<file path="src/rtl/wb_port_arbiter.sv">
`default_nettype none
// ============================================================================
// Module      : wb_port_arbiter
// Description : Shares the single register-file write port between the
//               in-order WriteBack stage and an out-of-order multiply/divide
//               unit. MD results are buffered in a 2-entry FIFO, pending MD
//               destinations are tracked in a busy mask, and a starvation
//               counter forces an MD write when WriteBack hogs the port.
// Revision    : 1.0 - initial release
// ============================================================================
module wb_port_arbiter #(
    parameter int STARVE_LIMIT = 4
) (
    input  logic        clk,
    input  logic        rst,
    input  logic        RegWriteW,
    input  logic [4:0]  RdW,
    input  logic [31:0] ResultW,
    input  logic        md_issue,
    input  logic [4:0]  md_issue_rd,
    input  logic        md_valid,
    input  logic [4:0]  md_rd,
    input  logic [31:0] md_result,
    output logic        md_ready,
    output logic        rf_we,
    output logic [4:0]  rf_rd,
    output logic [31:0] rf_wd,
    output logic [31:0] md_busy,
    output logic        wb_stall_req
);

    localparam logic [3:0] c_starve_limit = 4'(STARVE_LIMIT);

    // FIFO storage: entry 0 is always the head
    logic [1:0]  cnt_q,    cnt_d;
    logic [4:0]  e0_rd_q,  e0_rd_d;
    logic [31:0] e0_wd_q,  e0_wd_d;
    logic [4:0]  e1_rd_q,  e1_rd_d;
    logic [31:0] e1_wd_q,  e1_wd_d;
    logic [3:0]  starve_q, starve_d;
    logic [31:0] busy_q,   busy_d;

    logic pw;
    logic head_valid;
    logic force_md;
    logic grant_head;
    logic push;

    assign pw         = RegWriteW && (RdW != 5'd0);
    // Head is ignored while in reset so no stale entry reaches the port
    assign head_valid = (cnt_q != 2'd0) && !rst;
    assign force_md   = head_valid && (starve_q == c_starve_limit);
    assign grant_head = force_md || (head_valid && !pw);

    assign md_ready     = (cnt_q != 2'd2) && !rst;
    // Accepted results aimed at x0 are consumed but never stored
    assign push         = md_valid && md_ready && (md_rd != 5'd0);
    assign wb_stall_req = force_md && pw;
    assign md_busy      = busy_q;

    // Write-port mux: forced/idle-port FIFO head, otherwise WriteBack
    always_comb begin
        rf_we = 1'b0;
        rf_rd = 5'd0;
        rf_wd = 32'd0;
        if (grant_head) begin
            rf_we = 1'b1;
            rf_rd = e0_rd_q;
            rf_wd = e0_wd_q;
        end else if (pw) begin
            rf_we = 1'b1;
            rf_rd = RdW;
            rf_wd = ResultW;
        end
    end

    // FIFO next state; push+pop only happens at count 1, where the new entry becomes head
    always_comb begin
        cnt_d   = cnt_q;
        e0_rd_d = e0_rd_q;
        e0_wd_d = e0_wd_q;
        e1_rd_d = e1_rd_q;
        e1_wd_d = e1_wd_q;
        if (grant_head && push) begin
            e0_rd_d = md_rd;
            e0_wd_d = md_result;
        end else if (grant_head) begin
            e0_rd_d = e1_rd_q;
            e0_wd_d = e1_wd_q;
            cnt_d   = cnt_q - 2'd1;
        end else if (push) begin
            if (cnt_q == 2'd0) begin
                e0_rd_d = md_rd;
                e0_wd_d = md_result;
            end else begin
                e1_rd_d = md_rd;
                e1_wd_d = md_result;
            end
            cnt_d = cnt_q + 2'd1;
        end
    end

    // Starvation counter: counts blocked head cycles, saturating at the limit
    always_comb begin
        starve_d = starve_q;
        if (!head_valid || grant_head) begin
            starve_d = 4'd0;
        end else if (starve_q != c_starve_limit) begin
            starve_d = starve_q + 4'd1;
        end
    end

    // Busy mask: clear on head write, set on issue; set applied last so it wins
    always_comb begin
        busy_d = busy_q;
        if (grant_head) begin
            busy_d[e0_rd_q] = 1'b0;
        end
        if (md_issue && (md_issue_rd != 5'd0)) begin
            busy_d[md_issue_rd] = 1'b1;
        end
        busy_d[0] = 1'b0;
    end

    // State registers with synchronous reset
    always_ff @(posedge clk) begin
        if (rst) begin
            cnt_q    <= 2'd0;
            e0_rd_q  <= 5'd0;
            e0_wd_q  <= 32'd0;
            e1_rd_q  <= 5'd0;
            e1_wd_q  <= 32'd0;
            starve_q <= 4'd0;
            busy_q   <= 32'd0;
        end else begin
            cnt_q    <= cnt_d;
            e0_rd_q  <= e0_rd_d;
            e0_wd_q  <= e0_wd_d;
            e1_rd_q  <= e1_rd_d;
            e1_wd_q  <= e1_wd_d;
            starve_q <= starve_d;
            busy_q   <= busy_d;
        end
    end

endmodule
`default_nettype wire

</file>
<file path="config.mk">
export PLATFORM = sky130hd
export DESIGN_NAME = wb_port_arbiter
export DESIGN_NICKNAME = d
export VERILOG_FILES = /design/src/rtl/wb_port_arbiter.sv
export SDC_FILE = /design/constraint.sdc
export NUM_CORES = 1
export LEC_CHECK = 0
export CORE_MARGIN = 2
export CORE_UTILIZATION = 52
export CTS_CLUSTER_DIAMETER = 60
export DETAILED_ROUTE_END_ITERATION = 8
export GPL_TIMING_DRIVEN = 0
export PLACE_DENSITY = 0.95
export SYNTH_ARGS = -nofsm -noshare
export SYNTH_HDL_FRONTEND = slang
export SYNTH_SLANG_ARGS = --single-unit
export TNS_END_PERCENT = 10
</file>
<file path="constraint.sdc">
create_clock -name clk -period 5.55 [get_ports clk]
set_input_delay 1.3875 -clock clk [delete_from_list [all_inputs] [get_ports clk]]
set_output_delay 1.3875 -clock clk [all_outputs]
set_load 0.02 [all_outputs]
</file>
run_1/flops_by_reg.png
Bar = 20 um.
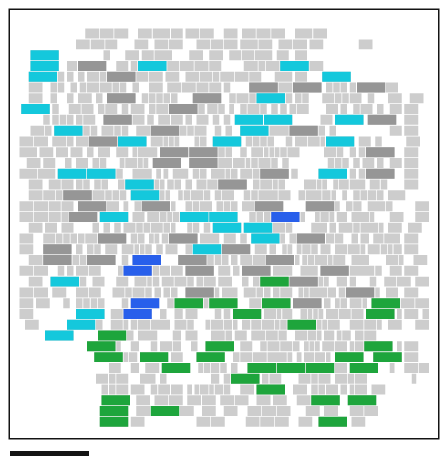
Key: blue = e1_rd_q [sequential cells 5]; green = md_busy [sequential cells 31]; cyan = e1_wd_q [sequential cells 32]
Another 43 sequential cells are not coloured.

run_1/metal_density.png
Bar = 20 um. 22 x 22 tiles, from dark blue (low) to red (high), scaled to the fullest tile. Values are wire area over tile area, all layers added.
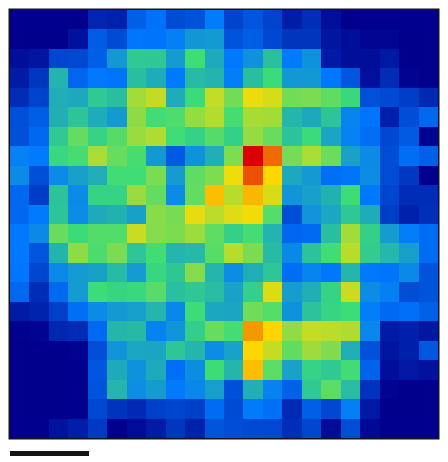
The fullest tile reaches 0.98. The mean over all tiles is 0.31. 11% of the tiles are nearly empty. 21% of the tiles are over half the peak.

==> out/metrics.cfg, run 1 <==
[power]
swShare_pct = 33.3
clkPwrFrac_pct = 25.5
p_per_area_nw_per_um2 = 239
p_comb_share_pct = 25.9
power_leader = registers
p_comb_uw = 465
sequentialPowerShare_pct = 48.6
power_clock_uw = 458

[outcome]
status = finished, final reports clean

[logic_synthesis]
mux_area_share_pct = 0.200
fp_nets = 751
yosysUniqueCellTypes = 45
synthArstFlopShare_pct = 0
fa_ha_area_share_pct = 1.11
synthAoiAreaFrac_pct = 35.8
yosys_area_sq_um = 5620
netlist.area_leader.share_pct = 39.5
xor_area_share_pct = 0.156
flop_cell = dfxtp_1
ys_seq_share_pct = 39.5
edf_count = 0
ys.flops = 111
logic_family = AND-OR/OR-AND gates
synthTopCellsByArea = dfxtp_1 (40%), nand3_1 (7.6%), a21oi_1 (6.9%)
yosysCellCount = 662
top_area_cell = dfxtp_1

[final_timing]
hold_viol = 0
setup_slack_ps = 47.4
fin_crit_sh_pct = 99.1
finalSetupTns_ps = 0
clock_skew_ps = 13.0
timing.fmax_mhz = 182
worst_slew_pin_slew_ps = 801
whs_ps = 474

[routing]
dr_wl_met3_um = 2440
dr_total_vias = 6706
ant_nets = 0
dr.max_layer_used = met4
drt-met1-wl_um = 7770
drc = 0
firstDrtPassIters = 8

[critical_path]
crit_start = RdW[0]
critPathMaxStageDelay_ps = 640
r2r_cells = 14
cp-endpoint = rf_wd[16]
startpoint_type = input port
path_depth = 7
crit_type = in -> out
crit_arrival_ps = 4120
cp_top_family = buffers and inverters
critPathBufInv = 3
r2r-start = starve_q[0]
regToRegSetupSlack_ps = 2040
slowest_stage = clkdlybuf4s50_1
crit-reg2reg-capture = e1_wd_q[16]

[worst_hold_path]
hp-start = e1_wd_q[7]
min_path_type = reg -> reg
hold-path-cell-count = 2

[clock_tree]
clock_latency_ps = 380
cts_made_buffers = 9
hold_buffers = 0
cts.sink_count = 111
htree_levels = 3
cts.clk_slew.worst_paths_ps = 100
cts_buffer_depth = 2
cts_tree = yes

[floorplanning]
dieWidth_um = 108
num_rows = 37
die-area_sq_um = 11700
core-area_sq_um = 10400
ioPinCount = 156
die_y_um = 108

[finish]
comb_share_pct = 38.9
nets = 914
nNonClkBuffers = 237
register_area_sq_um = 2220
clock_area_share_pct = 2.40
final_cell_count_no_fill = 966
comb_cells = 446
seq_share_pct = 29.6
drive_above_1_share_pct = 6.87
antennaDiodeCount = 0
inverters = 20
buffer_area_share_pct = 25.9
ff_count = 111
layout.area.top_class = logic gates
num-fill-cells = 756

[grt]
grt_pass1_wl_um = 31200
grt_use_total_pct = 33.7
grt_pass1_vias = 6271
antenna_found_initial = 0

[placement]
dp_cells = 950
io_buffers = 152
gp_routability_congestion = 0.952
dpl-instance-area_sq_um = 7310
dpl_worst_slack_ps = 41.4

run_1/congestion.png
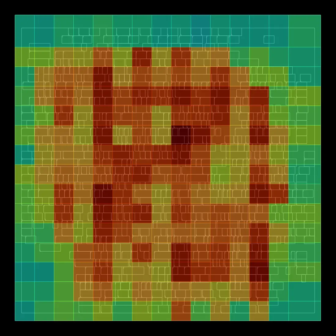
wire per inst: 21.2 um
GRT met1 Usage: 44.3%
M3 GR Usage: 4.58%
final core occ: 72.2%
met2 usage: 54.5%

==> inputs of run 2 (changes only) <==
- HOLD_SLACK_MARGIN: not set -> 0.05
run_2/flops_by_reg.png
Bar = 20 um.
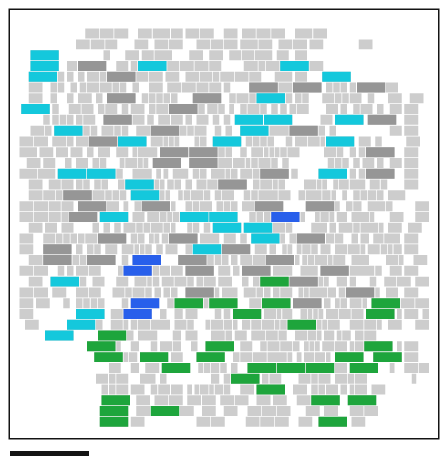
Key: green = md_busy [sequential cells 31]; blue = e1_rd_q [sequential cells 5]; cyan = e1_wd_q [sequential cells 32]
Another 43 sequential cells are not coloured.

==> run 2 against run 1 <==
Synthesized cell count unchanged. Clock-buffer cell count unchanged. Clock skew unchanged. Via count did not move. Setup slack unchanged. Cell count stayed put. Clock power hardly changed. Power stayed put. Maximum frequency stayed put. Critical path depth unchanged.
==> out/metrics.cfg, run 2 <==
[outcome]
status = finished, final reports clean

[finish]
nNonClkBuffers = 237
num-fill-cells = 756
post-route-util_pct = 72.2
antennaDiodeCount = 0
layout.area.top_class = logic gates
final_cell_count_no_fill = 966
clock_area_share_pct = 2.40
comb_cells = 446
final-comb-area_sq_um = 2930
drive_above_1_share_pct = 6.87
inverters = 20
layout_top_cell = clkdlybuf4s50_1
seq_share_pct = 29.6
comb_share_pct = 38.9
register_area_sq_um = 2220
ff_count = 111
nets = 914
buffer_area_share_pct = 25.9

[critical_path]
r2r_cells = 14
cp_max_fo = 10
crit-reg2reg-capture = e1_wd_q[16]
critPathBufInv = 3
worstPathCellList = clkdlybuf4s50_1, or4_4, o211a_4, nor2_1, buf_2, a22o_1, clkdlybuf4s50_1
r2r-start = starve_q[0]
crit_start = RdW[0]
slowest_stage = clkdlybuf4s50_1
critPathMaxStageDelay_ps = 640
regToRegSetupSlack_ps = 2040
startpoint_type = input port
crit_arrival_ps = 4120
cp-endpoint = rf_wd[16]
path_common_cell = clkdlybuf4s50_1
cp_top_family = buffers and inverters
crit_type = in -> out
path_depth = 7

[routing]
dr_wl_met3_um = 2440
dr_wl_met2_um = 9440
dr_total_vias = 6706
drc = 0
wl_per_cell_um = 21.2
dr.max_layer_used = met4
ant_nets = 0
drt-met1-wl_um = 7770
firstDrtPassIters = 8

[final_timing]
worst_slew_pin_slew_ps = 801
hold_viol = 0
fin_crit_sh_pct = 99.1
finalSetupTns_ps = 0
clock_skew_ps = 13.0
slew_headroom_pct = 46.4
timing.fmax_mhz = 182
setup_slack_ps = 47.4
whs_ps = 474

[logic_synthesis]
post-synth-top-count-cell = dfxtp_1
synthTopCellsByArea = dfxtp_1 (40%), nand3_1 (7.6%), a21oi_1 (6.9%)
yosys_area_sq_um = 5620
fp_nets = 751
edf_count = 0
synthCells = 662
synthAoiAreaFrac_pct = 35.8
synthArstFlopShare_pct = 0
flop_cell = dfxtp_1
logic_family = AND-OR/OR-AND gates
fa_ha_area_share_pct = 1.11
xor_area_share_pct = 0.156
netlist.area_leader.share_pct = 39.5
ys_seq_share_pct = 39.5
top_area_cell = dfxtp_1
ys.flops = 111
yosysUniqueCellTypes = 45
mux_area_share_pct = 0.200
yosysCellCount = 662

[grt]
grt_pass1_wl_um = 31200
grt_use_met2_pct = 54.5
grtUsageMet3_pct = 4.58
antenna_found_initial = 0
grt_max_degree = 20
use_met1_pct = 44.3
grt_pass1_vias = 6271
grt_use_total_pct = 33.7

[clock_tree]
cts_made_buffers = 9
hold_buffers = 0
cts_tree = yes
htree_levels = 3
clock_latency_ps = 380
clk_root_buffer_cell = clkbuf_8
cts.sink_count = 111
cts.clk_slew.worst_paths_ps = 100
cts_buffer_depth = 2

[worst_hold_path]
min_path_type = reg -> reg
hp-start = e1_wd_q[7]
hold-path-cell-count = 2

[power]
clkPwrFrac_pct = 25.5
power_leader = registers
swShare_pct = 33.3
sequentialPowerShare_pct = 48.6
power_clock_uw = 458
p_per_area_nw_per_um2 = 239
ir_drop_uv = 137
p_total_uw = 1800
p_leak_uw = 0.00252
p_switching_uw = 599
p_comb_share_pct = 25.9
p_comb_uw = 465

[floorplanning]
num_rows = 37
core-area_sq_um = 10400
die_y_um = 108
dieWidth_um = 108
taps = 136
die-area_sq_um = 11700
ioPinCount = 156

[placement]
dpl-instance-area_sq_um = 7310
dpl.hpwl_um = 14500
dpl_worst_slack_ps = 41.4
dp_cells = 950
gp_routability_congestion = 0.952
io_buffers = 152

run_2/placement_by_type.png
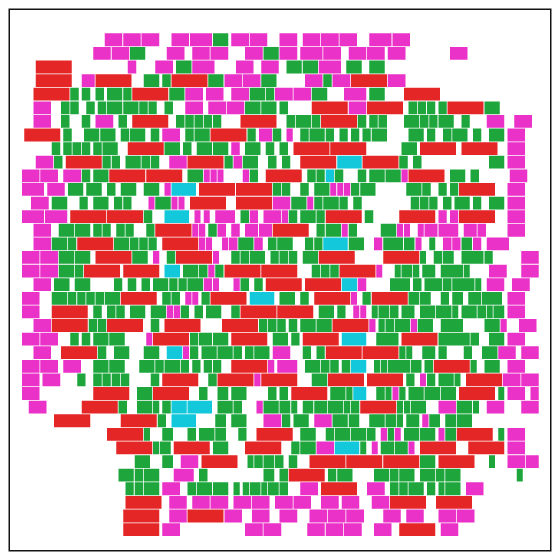
Key: red = sequential cells [cells 111, share of their area 30%]; green = combinational and other logic [cells 466, share of their area 41%]; cyan = clock drivers and dummy loads [cells 16, share of their area 2.5%]; magenta = remaining buffers and delay cells [cells 237, share of their area 26%]

No activity file was given, so power comes from the tool's default toggle rates.
